Figure 1. Metal 1 (run 1).
Scale bar: 20 µm. Cells faint in the background.
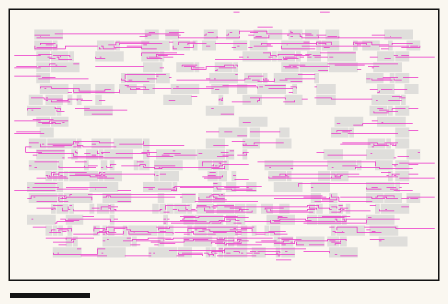
Figure 2. M2 wires (run 1).
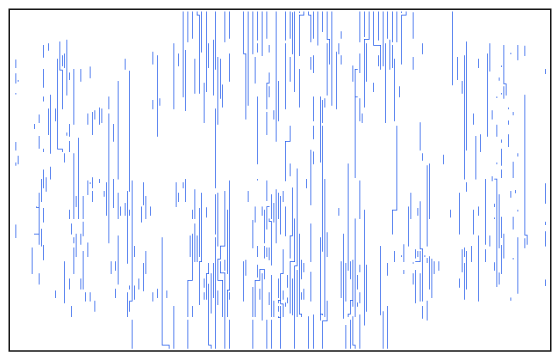
Figure 3. Signal wires on met3 (run 1).
Scale bar: 20 µm.
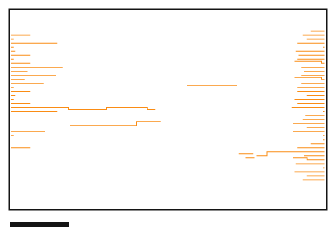
Figure 4. Cell sizes after repair (run 1).
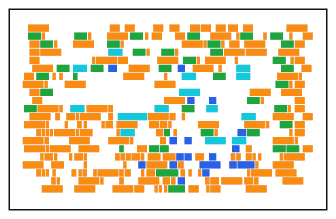
==> config.mk <==
export PLATFORM = sky130hd
export DESIGN_NAME = fifo_wr_arbiter_ctrl_flat
export DESIGN_NICKNAME = d
export VERILOG_FILES = /design/src/rtl/fifo_wr_arbiter_ctrl_if.sv /design/src/rtl/fifo_wr_arbiter_ctrl.sv /design/src/flat_wrapper.sv
export SDC_FILE = /design/constraint.sdc
export NUM_CORES = 1
export LEC_CHECK = 0
export CAP_MARGIN = 15
export CORE_ASPECT_RATIO = 0.6
export CORE_MARGIN = 4
export CORE_UTILIZATION = 45
export DETAILED_ROUTE_END_ITERATION = 8
export DONT_BUFFER_PORTS = 1
export HOLD_SLACK_MARGIN = 0.06
export SKIP_CTS_REPAIR_TIMING = 1
export SYNTH_ARGS = -nofsm -noshare
export SYNTH_HDL_FRONTEND = slang
export SYNTH_SLANG_ARGS = --single-unit
==> constraint.sdc <==
create_clock -name clk -period 2.2 [get_ports clk]
set_clock_uncertainty 0.1 [all_clocks]
set_input_delay 0.44 -clock clk [delete_from_list [all_inputs] [get_ports clk]]
set_output_delay 0.44 -clock clk [all_outputs]
set_load 0.005 [all_outputs]
==> deck_impl_summary.md, run 1 <==
Physical Implementation Snapshot

Outcome
  • Outcome: complete, no violations

Setup path
  • Critical path capture point type: register
  • Critical Path Start Type: register

GRT
  • Maximum number of pins on one net before global-route repair: ~60
  • Grt ovf: 0
  • Number of global-route vias before repair: approximately 1700
  • First-pass GRT wire length: between 8000 and 9000 µm
  • Combined global-route utilization of all metal layers: approximately 15%

STA
  • Final count of hold timing violations: 0
  • Number of pins exceeding their max-slew limit in the final report: 0
  • Slew margin rel.: 44.2%

Floorplanning
  • Die Outline Area: 0.00720 mm²
  • Number of primary I/O pins: around 120

Power and ir drop
  • Peak supply drop: approximately 470 µV
  • Internal power: 0.00234 W
  • Portion of total power attributed to sequential cells: a little over two fifths
  • Combinational Power Share: 34.5%

Logic synthesis
  • # Cells Yosys: 264
  • Cell area after technology mapping: 0.00264 mm²
  • Leading area contributor after synthesis: sky130_fd_sc_hd__dfxtp_1

Routing
  • Number of vias per cell after detailed routing: around 5.3

Run
  • Max-cap violation count: 0

Final layout
  • Layout Utilization: 53.7%
  • Area taken by flip-flops and latches: 0.00116 mm²
  • FILL cells: about 540

CTS
  • Number of H-tree levels: 3
Back to the opening pictures, Figure 1:
The wires run mostly horizontal. The layer carries 2790 µm of wire. The longest straight run is 30.8 µm. 307 nets have wire on it.
via count: 1903
met1 usage: 19.7%
total routed wirelength: 5910 µm

Back to the opening pictures, Figure 2:
The wires run mostly vertical. The longest straight run is 27.7 µm. The layer carries 2590 µm of wire. 285 nets have wire on it.
met2 track utilization from global routing: 23.7%

Back to the opening pictures, Figure 3:
The layer carries 530 µm of wire. The longest straight run is 22.3 µm. The layer holds 9.0% of the routed length. 64 nets have wire on it. The wires run mostly horizontal.
met3 Track Usage GR: 7.83%

Back to the opening pictures, Figure 4:
x6 and larger: marked cyan, cells 14, share 5.0%, most used clkbuf_8. x2: marked green, cells 39, share 14%, most used a211oi_2. x3 and x4: marked blue, cells 18, share 6.5%, most used buf_4. x1 and smaller: marked orange, cells 207, share 74%, most used dfxtp_1.
Setup WS post-layout: 0.0882 ns
count of plain and timing-repair buffers in the layout: 18
final standard cell area without fillers: 0.00302 mm²
area added between synthesis and finish: 14.4%

==> run 1: logic make-up (layout without fill, tap and decap cells) <==
kind of cell	Yosys count	in the layout	share of synthesized area, %
xor gates and xnor gates	5	5	1.66
DFF	58	58	44.0
adders and majority gates	5	5	2.65
buffers and inverters	26	40	5.45
muxes	32	32	12.1
and+or+nand+nor	79	79	12.5
AOI/OAI and AO/OA	59	59	21.7
==> run 1: stage by stage <==
stage	instances	total power [W]
2_1_floorplan	264	0.00255
3_3_place_gp	339	0.00278
3_5_place_dp	339	0.00282
4_1_cts	355	0.00371
5_1_grt	358	0.00398
6_report	358	0.00371
==> run 1: routing by layer <==
layer	up-vias	GRT usage (%)	share of wire, %
li1	953	-	-
met1	880	19.7	47
met2	70	23.7	44
met3	0	7.83	9.0
met4	0	3.35	0
met5	-	0	0
==> run 1: cell usage after synthesis, types with 2 or more instances <==
master	instances
sky130_fd_sc_hd__nor2_1	43
sky130_fd_sc_hd__a21oi_1	16
sky130_fd_sc_hd__xnor2_1	4
sky130_fd_sc_hd__mux2i_1	32
sky130_fd_sc_hd__o21ai_0	3
sky130_fd_sc_hd__or3_1	2
sky130_fd_sc_hd__nor4_1	2
sky130_fd_sc_hd__a211oi_2	32
sky130_fd_sc_hd__clkbuf_1	9
sky130_fd_sc_hd__buf_4	3
sky130_fd_sc_hd__nand3_1	2
sky130_fd_sc_hd__nand2_1	23
sky130_fd_sc_hd__inv_1	5
sky130_fd_sc_hd__buf_6	4
sky130_fd_sc_hd__dfxtp_1	58
sky130_fd_sc_hd__buf_2	4
sky130_fd_sc_hd__ha_1	4
sky130_fd_sc_hd__nor3_1	2
==> run 1: power by group through the flow <==
| stage | logic (W) | clock network (W) | registers, W |
|---|---|---|---|
| floorplan | 0.00102 | 0 | 0.00153 |
| global placement | 0.00121 | 0 | 0.00158 |
| detailed placement | 0.00123 | 0 | 0.00158 |
| CTS | 0.00124 | 0.000909 | 0.00156 |
| global route | 0.00142 | 0.000963 | 0.00159 |
| finish | 0.00128 | 0.000870 | 0.00156 |
==> run 1: layout make-up <==
type                       instances  share of cell area (%)
clock buffer                      10                    4.56
clock inverter                     6                    1.41
inverter                           6                   0.746
multi-input combinational        180                    45.2
sequential                        58                    38.5
tap                               80                    3.32
timing repair buffer              18                    6.26
==> run 1: worst max-delay path, stage by stage, from the launching register on <==
cell	delay, ns
sky130_fd_sc_hd__dfxtp_1	0.33
sky130_fd_sc_hd__o41ai_2	0.41
sky130_fd_sc_hd__inv_1	0.14
sky130_fd_sc_hd__buf_4	0.18
sky130_fd_sc_hd__ha_1	0.28
sky130_fd_sc_hd__nand3_2	0.10
sky130_fd_sc_hd__nand4_1	0.09
sky130_fd_sc_hd__o31ai_1	0.07
sky130_fd_sc_hd__a311o_1	0.30
Figure 5. Clock nets (run 1).
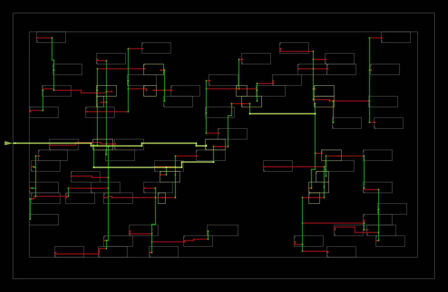

## Run 2: what changed since run 1
--- a/config.mk
+++ b/config.mk
@@ -12,7 +12,9 @@
 export DETAILED_ROUTE_END_ITERATION = 8
 export DONT_BUFFER_PORTS = 1
 export HOLD_SLACK_MARGIN = 0.06
+export PLACE_DENSITY_LB_ADDON = 0.3
 export SKIP_CTS_REPAIR_TIMING = 1
+export SKIP_LAST_GASP = 1
 export SYNTH_ARGS = -nofsm -noshare
 export SYNTH_HDL_FRONTEND = slang
 export SYNTH_SLANG_ARGS = --single-unit
Figure 6. Clock nets (run 2).
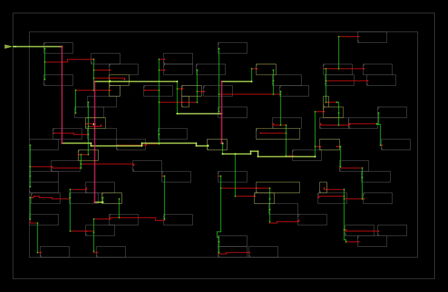
Clock net power: 0.00108 W
count of flip-flops and latches: 58
Clk Latency, worst-skew pair: 0.33 ns
Sinks on Clock Net: 58

==> run 2 against run 1 <==
  * Utilization grew 0.38 points
  * Clock power is 24% higher
  * Global-route usage rose by 0.88 points
  * Sequential power is essentially flat
  * Via count increased by 1.6%
  * Count of clock-buffer cells in the layout rose by 1
  * Final area is 0.70% higher
  * Worst hold slack lost 0.018 ns
  * Power grew 5.4%
  * Sequential share of layout area decreased by 0.31 points
  * Routed wire length is 0.46% higher
  * Critical endpoint unchanged
  * Largest power group unchanged
==> deck_impl_summary.md, run 2 <==
Physical Implementation Snapshot

Setup path
  • Slowest cell on the critical path: sky130_fd_sc_hd__o41ai_2 (unchanged)
  • CP Cell Sequence: o41ai_2, inv_1, ha_1, a21oi_2, nand2_1, nor3b_1, a311o_1 (was o41ai_2, inv_1, buf_4, ha_1, nand3_2, nand4_1, o31ai_1, a311o_1)
  • Number of gates on the worst path with buffers counted: 7 (was 8)
  • CP bufs+invs: 1 (was 2)
  • Critical Path Start Type: register (unchanged)

GRT
  • Number of global-route vias before repair: 1865 (was 1732)
  • Maximum number of pins on one net before global-route repair: 60 (unchanged)
  • Combined global-route utilization of all metal layers: 16.4% (was 15.5%)

Power and ir drop
  • Pwr Total: 0.00391 W (was 0.00371 W)

Floorplanning
  • Die Outline Area: 0.00720 mm² (unchanged)
  • Number of primary I/O pins: 122 (unchanged)

Final layout
  • Final standard cell count with taps included and fillers excluded: 356 (was 358)
  • Area taken by flip-flops and latches: 0.00116 mm² (about the same)
  • Area added between synthesis and finish: 15.2% (was 14.4%)
  • FILL cells: 537 (was 541)

Run
  • Max-cap violation count: 0 (unchanged)

Place
  • Cell count after placement: 338 (was 339)

Logic synthesis
  • Proportion of synthesized area in mux cells: 12.1% (unchanged)
  • Xor and xnor area share after synthesis: 1.66% (unchanged)

CTS
  • Number of H-tree levels: 3 (unchanged)

STA
  • Final count of hold timing violations: 0 (unchanged)

Outcome
  • Outcome: complete, no violations (unchanged)

Routing
  • Number of vias per cell after detailed routing: 5.43 (was 5.32)
==> run 2: cell counts after synthesis <==
No cell type changed its count.
==> run 2: area by class of cell <==
type                       instances  area share [%]
clock buffer                      11            4.65
clock inverter                     5            2.55
inverter                           6           0.741
multi-input combinational        180            44.7
sequential                        58            38.2
tap                               80            3.29
timing repair buffer              16            5.93
==> run 2: logic make-up after synthesis <==
kind of cell	Yosys count
buf+inv	26
flops	58
xor+xnor	5
fa+ha+maj	5
mux	32
compound gates	59
simple gates	79
==> run 2: power by group <==
| part | internal (W) | total (W) | leakage (nW) | switching (W) |
|---|---|---|---|---|
| sequential | 0.00133 | 0.00155 | 0.479 | 0.000219 |
| clock | 0.000665 | 0.00108 | 0.109 | 0.000410 |
| combinational | 0.000563 | 0.00128 | 0.670 | 0.000717 |
| total | 0.00256 | 0.00391 | 1.26 | 0.00135 |
==> run 2: through the flow <==
stage	utilization (%)	worst slack [ns]
global route	54.1	0.0169
detailed placement	49.4	0.143
CTS	53.3	0.124
finish	54.1	0.128
floorplan	-	0.00457
global placement	49.4	0.189
==> run 2: per-layer routing <==
metal	GRT usage (%)	vias up
met5	0	-
met4	7.66	0
met2	26.3	98
li1	-	950
met1	18.5	877
met3	8.21	8
Power figures rest on the tool's default switching activity, not on a simulated workload.
